--- src/rtl/vga_timing_gen.sv ---
// Raster timing generator: pixel/line counters advanced by EN, with registered
// Hsync, Vsync, DE, position and line/frame markers decoded from the next raster position.
module vga_timing_gen #(
  parameter int unsigned HACT   = 640,
  parameter int unsigned HFP    = 16,
  parameter int unsigned HSW    = 96,
  parameter int unsigned HBP    = 48,
  parameter int unsigned VACT   = 480,
  parameter int unsigned VFP    = 10,
  parameter int unsigned VSW    = 2,
  parameter int unsigned VBP    = 33,
  parameter bit          HS_POL = 1'b0,
  parameter bit          VS_POL = 1'b0
) (
  input  logic        CLK,
  input  logic        RESET_N,
  input  logic        EN,
  output logic        Hsync,
  output logic        Vsync,
  output logic        DE,
  output logic [11:0] hpos,
  output logic [11:0] vpos,
  output logic        line_start,
  output logic        frame_start
);

  localparam int unsigned HTOT = HACT + HFP + HSW + HBP;
  localparam int unsigned VTOT = VACT + VFP + VSW + VBP;

  generate
    if (HTOT > 4096 || VTOT > 4096 || HTOT == 0 || VTOT == 0) begin : g_bad_geometry
      $error("vga_timing_gen: HTOT and VTOT must lie within 1..4096");
    end
  endgenerate

  localparam logic [11:0] H_LAST = 12'(HTOT - 1);
  localparam logic [11:0] V_LAST = 12'(VTOT - 1);

  // Window bounds are 13 bits so an end bound of exactly 4096 still compares correctly.
  localparam logic [12:0] H_ACT  = 13'(HACT);
  localparam logic [12:0] HS_BEG = 13'(HACT + HFP);
  localparam logic [12:0] HS_END = 13'(HACT + HFP + HSW);
  localparam logic [12:0] V_ACT  = 13'(VACT);
  localparam logic [12:0] VS_BEG = 13'(VACT + VFP);
  localparam logic [12:0] VS_END = 13'(VACT + VFP + VSW);

  logic [11:0] hc;
  logic [11:0] vc;
  logic [11:0] h_next;
  logic [11:0] v_next;
  logic        de_next;
  logic        hs_next;
  logic        vs_next;
  logic        line_next;
  logic        frame_next;

  always_comb begin
    // NOTE: defaults first, so every path assigns every output and no latch is inferred.
    h_next = hc;
    v_next = vc;
    if (EN) begin
      if (hc == H_LAST) begin
        h_next = '0;
        v_next = (vc == V_LAST) ? '0 : vc + 12'd1;
      end else begin
        h_next = hc + 12'd1;
      end
    end
  end

  // Decode from the position the counters are about to enter, so registered
  // outputs line up with hpos/vpos on the same edge.
  always_comb begin
    de_next    = ({1'b0, h_next} < H_ACT) && ({1'b0, v_next} < V_ACT);
    hs_next    = (({1'b0, h_next} >= HS_BEG) && ({1'b0, h_next} < HS_END)) ? HS_POL : ~HS_POL;
    vs_next    = (({1'b0, v_next} >= VS_BEG) && ({1'b0, v_next} < VS_END)) ? VS_POL : ~VS_POL;
    line_next  = EN && (h_next == '0);
    frame_next = line_next && (v_next == '0);
  end

  // NOTE: sequential state uses non-blocking assignments so every flop samples pre-edge values.
  always_ff @(posedge CLK or negedge RESET_N) begin
    if (!RESET_N) begin
      hc          <= H_LAST;
      vc          <= V_LAST;
      Hsync       <= ~HS_POL;
      Vsync       <= ~VS_POL;
      DE          <= 1'b0;
      line_start  <= 1'b0;
      frame_start <= 1'b0;
    end else begin
      hc          <= h_next;
      vc          <= v_next;
      line_start  <= line_next;
      frame_start <= frame_next;
      if (EN) begin
        Hsync <= hs_next;
        Vsync <= vs_next;
        DE    <= de_next;
      end
    end
  end

  assign hpos = hc;
  assign vpos = vc;

endmodule

--- config.mk ---
export PLATFORM = sky130hd
export DESIGN_NAME = vga_timing_gen
export DESIGN_NICKNAME = d
export VERILOG_FILES = /design/src/rtl/vga_timing_gen.sv
export SDC_FILE = /design/constraint.sdc
export NUM_CORES = 1
export LEC_CHECK = 0
export CAP_MARGIN = 5
export CORE_MARGIN = 2
export CORE_UTILIZATION = 52
export DETAILED_ROUTE_END_ITERATION = 7
export GPL_TIMING_DRIVEN = 0
export PLACE_DENSITY = 0.85
export SYNTH_ARGS = -nofsm -noshare
export SYNTH_HDL_FRONTEND = slang
export SYNTH_SLANG_ARGS = --single-unit
--- constraint.sdc ---
create_clock -name CLK -period 2.7 [get_ports CLK]
set_input_delay 0.27 -clock CLK [delete_from_list [all_inputs] [get_ports CLK]]
set_output_delay 0.27 -clock CLK [all_outputs]
set_load 0.1 [all_outputs]
Figure 1. Placed standard cells.
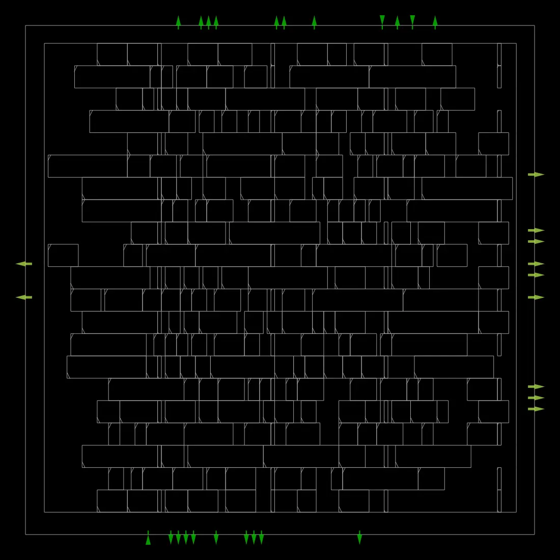
Core Util, Final: 0.698
sequential share of cell area: 0.335
Flop Count: 29
core box area: 0.00328 mm²

Figure 2. Routed clock nets over the placement.
The bar under the picture is 20 µm long.
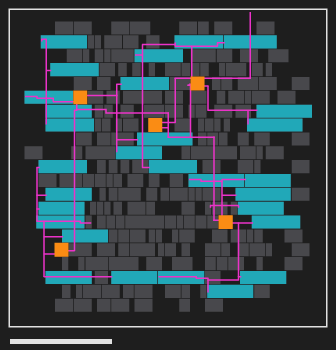
flip-flops: drawn in cyan, count 29. clock drivers: drawn in orange, count 5. clock wires: drawn in magenta, length 384 µm.
There are 6 routed clock nets. Position of the flops: widely spread.
clock network power: 0.274 mW
worst skew pair latency: 0.33 ns
Clock Skew: 0.00937 ns

Figure 3. Sizing map.
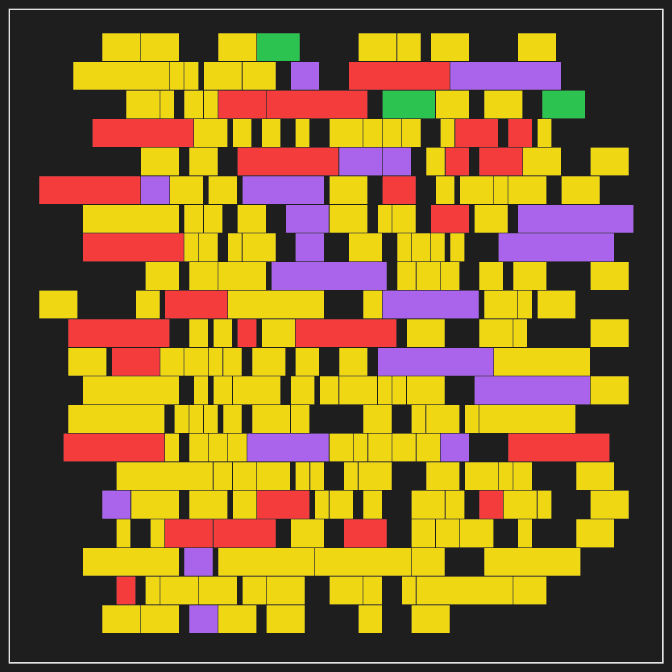
_2 cells: drawn in red, cells 26, share 12%, most used dfstp_2. _0 and _1 cells: drawn in yellow, cells 175, share 78%, most used clkdlybuf4s50_1. _3 and _4 cells: drawn in purple, cells 19, share 8.5%. _6 and larger: drawn in green, cells 3, share 1.3%, most used buf_6.

Figure 4. Zoomed window.
The bar under the picture is 10 µm long. Window x 19 to 44, y 31 to 56 µm. Cells in gray, sequential cells in the stronger gray; small squares are vias.
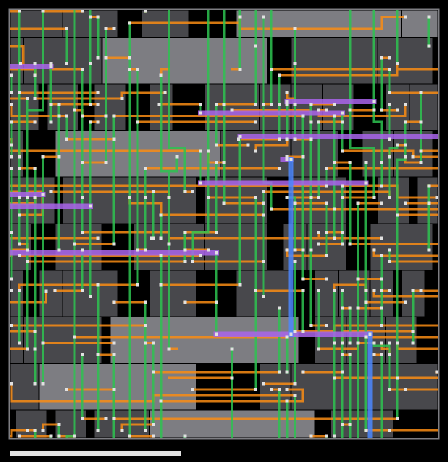
metal 3: drawn in purple. metal 2: drawn in green. metal 1: drawn in orange. metal 4: drawn in blue.
56 logic cells have their middle in the window. Netlist names of flops here include `hpos` (4). Sequential cells in the window: 6. Most frequent: nand3_1 (4), nor3_1 (4), o21ai_0 (4).

Figure 5. Signal metal coverage by tile.
12 x 12 tiles, from dark blue (low) to red (high), scaled to the fullest tile. Values are wire area over tile area, all layers added.
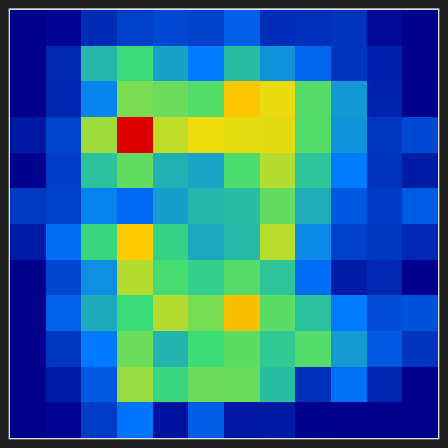
14% of the tiles are nearly empty. The mean over all tiles is 0.17. 23% of the tiles are over half the peak.
final wirelength: 4140 µm
WL per Instance: 15.4 µm
All-Layer GR Usage: 0.245
via count: 1566

==> flow_metrics.tcl <==
# metrics dict for downstream scripts
set metrics [dict create \
    status "completed" \
    crit_end "frame_start" \
    cts_made_buffers 5 \
    io_pins 32 \
    setup_violations 0 \
    synthDominantCellAreaShare 0.243 \
    fin_area_mm2 0.00229 \
    ant_nets 0 \
    power.density_mw_per_mm2 781 \
    die.size.y_um 62.0 \
    layout_setup_ws_ns 0.0863 \
    yosys_cells 180 \
    ir_drop_uv 360 \
    route.detailed.drc 0 \
    fillers 261 \
    ys_area_mm2 0.00175 \
    tightest_slew_ns 0.990 \
    syn_area_mm2 0.00175 \
    synth_seq_share 0.423 \
    syn_area_per_cell_um2 9.72 \
    startpoint "hpos[6]" \
]
-- sequential cells by signal (all words and copies together) (netlist names) --
register and count:
DE 1, vpos 12, frame_start 1, Vsync 1
hpos 12, line_start 1, Hsync 1
-- cell usage in the layout, fill, tap and decap left out, types with 3 or more instances in the layout --
master,n
nand4_1,7
a21oi_1,4
nor3_1,5
a31oi_1,4
and4_1,8
nor2_1,12
nand2_1,12
o21ai_0,9
xor2_1,9
dfstp_4,5
clkbuf_1,3
xnor2_1,7
and3_1,4
buf_4,3
nand3_1,11
nor4_2,3
mux2i_1,3
dfstp_2,7
mux2_2,3
clkdlybuf4s50_1,30
inv_1,11
dfrtp_2,3
dfrtp_1,13
clkbuf_4,5
-- layer usage --
metal / vias up / share of wire
li1: 748 / -
met1: 763 / 0.46
met2: 49 / 0.49
met3: 6 / 0.042
met4: 0 / 0.0099
met5: - / 0
-- how the worst min path moves through the flow --
stage / from / to / slack (ns) / cells past startpoint
2_1_floorplan: RESET_N / DE / -0.03 / 0
3_3_place_gp: DE / DE / 0.48 / 2
3_5_place_dp: DE / DE / 0.49 / 2
4_1_cts: Vsync / Vsync / 0.52 / 2
5_1_grt: RESET_N / vpos[4] / 0.52 / 2
6_report: RESET_N / vpos[4] / 0.48 / 2
-- final cells by class --
class,instances,area share
buffer,3,0.00873
clock buffer,8,0.0257
inverter,11,0.0180
multi-input combinational,136,0.436
sequential,29,0.335
tap,46,0.0251
timing repair buffer,36,0.152
-- logic make-up (layout without fill, tap and decap cells) --
logic type               Yosys count  after routing  share of synthesized area
buffers and inverters             15             58                     0.0379
multiplexers                       7              7                     0.0422
flip-flops                        29             29                      0.423
adder cells (fa/ha/maj)            3              3                     0.0214
AND-OR/OR-AND                     28             28                      0.104
XOR/XNOR                          17             17                     0.0851
AND/OR/NAND/NOR                   81             81                      0.286
-- worst register-to-register path: cells and delay by family, from the launching register on --
kind          cells  cell delay, ns
buf+inv           1            0.14
flops             1            0.48
mux               1            0.33
simple gates      5            1.60
-- repair_timing --
item | 4_1_cts | 5_1_grt
pin swaps | 1 | 1
hold buffers | 0 | 1
setup endpoints to repair | 2 | 2
resized | 1 | 6
gates cloned | 0 | 0
setup buffers | 3 | 1
endpoints found under the hold margin | 0 | 17
-- power by group through the flow --
| stage | clock, mW | combinational, mW | sequential (mW) |
|---|---|---|---|
| after floorplan | 0 | 0.279 | 1.04 |
| after global placement | 0 | 0.839 | 0.658 |
| after detailed placement | 0 | 0.853 | 0.662 |
| after CTS | 0.285 | 0.856 | 0.654 |
| after global routing | 0.313 | 0.913 | 0.669 |
| final | 0.274 | 0.864 | 0.653 |
Power figures rest on the tool's default switching activity, not on a simulated workload.
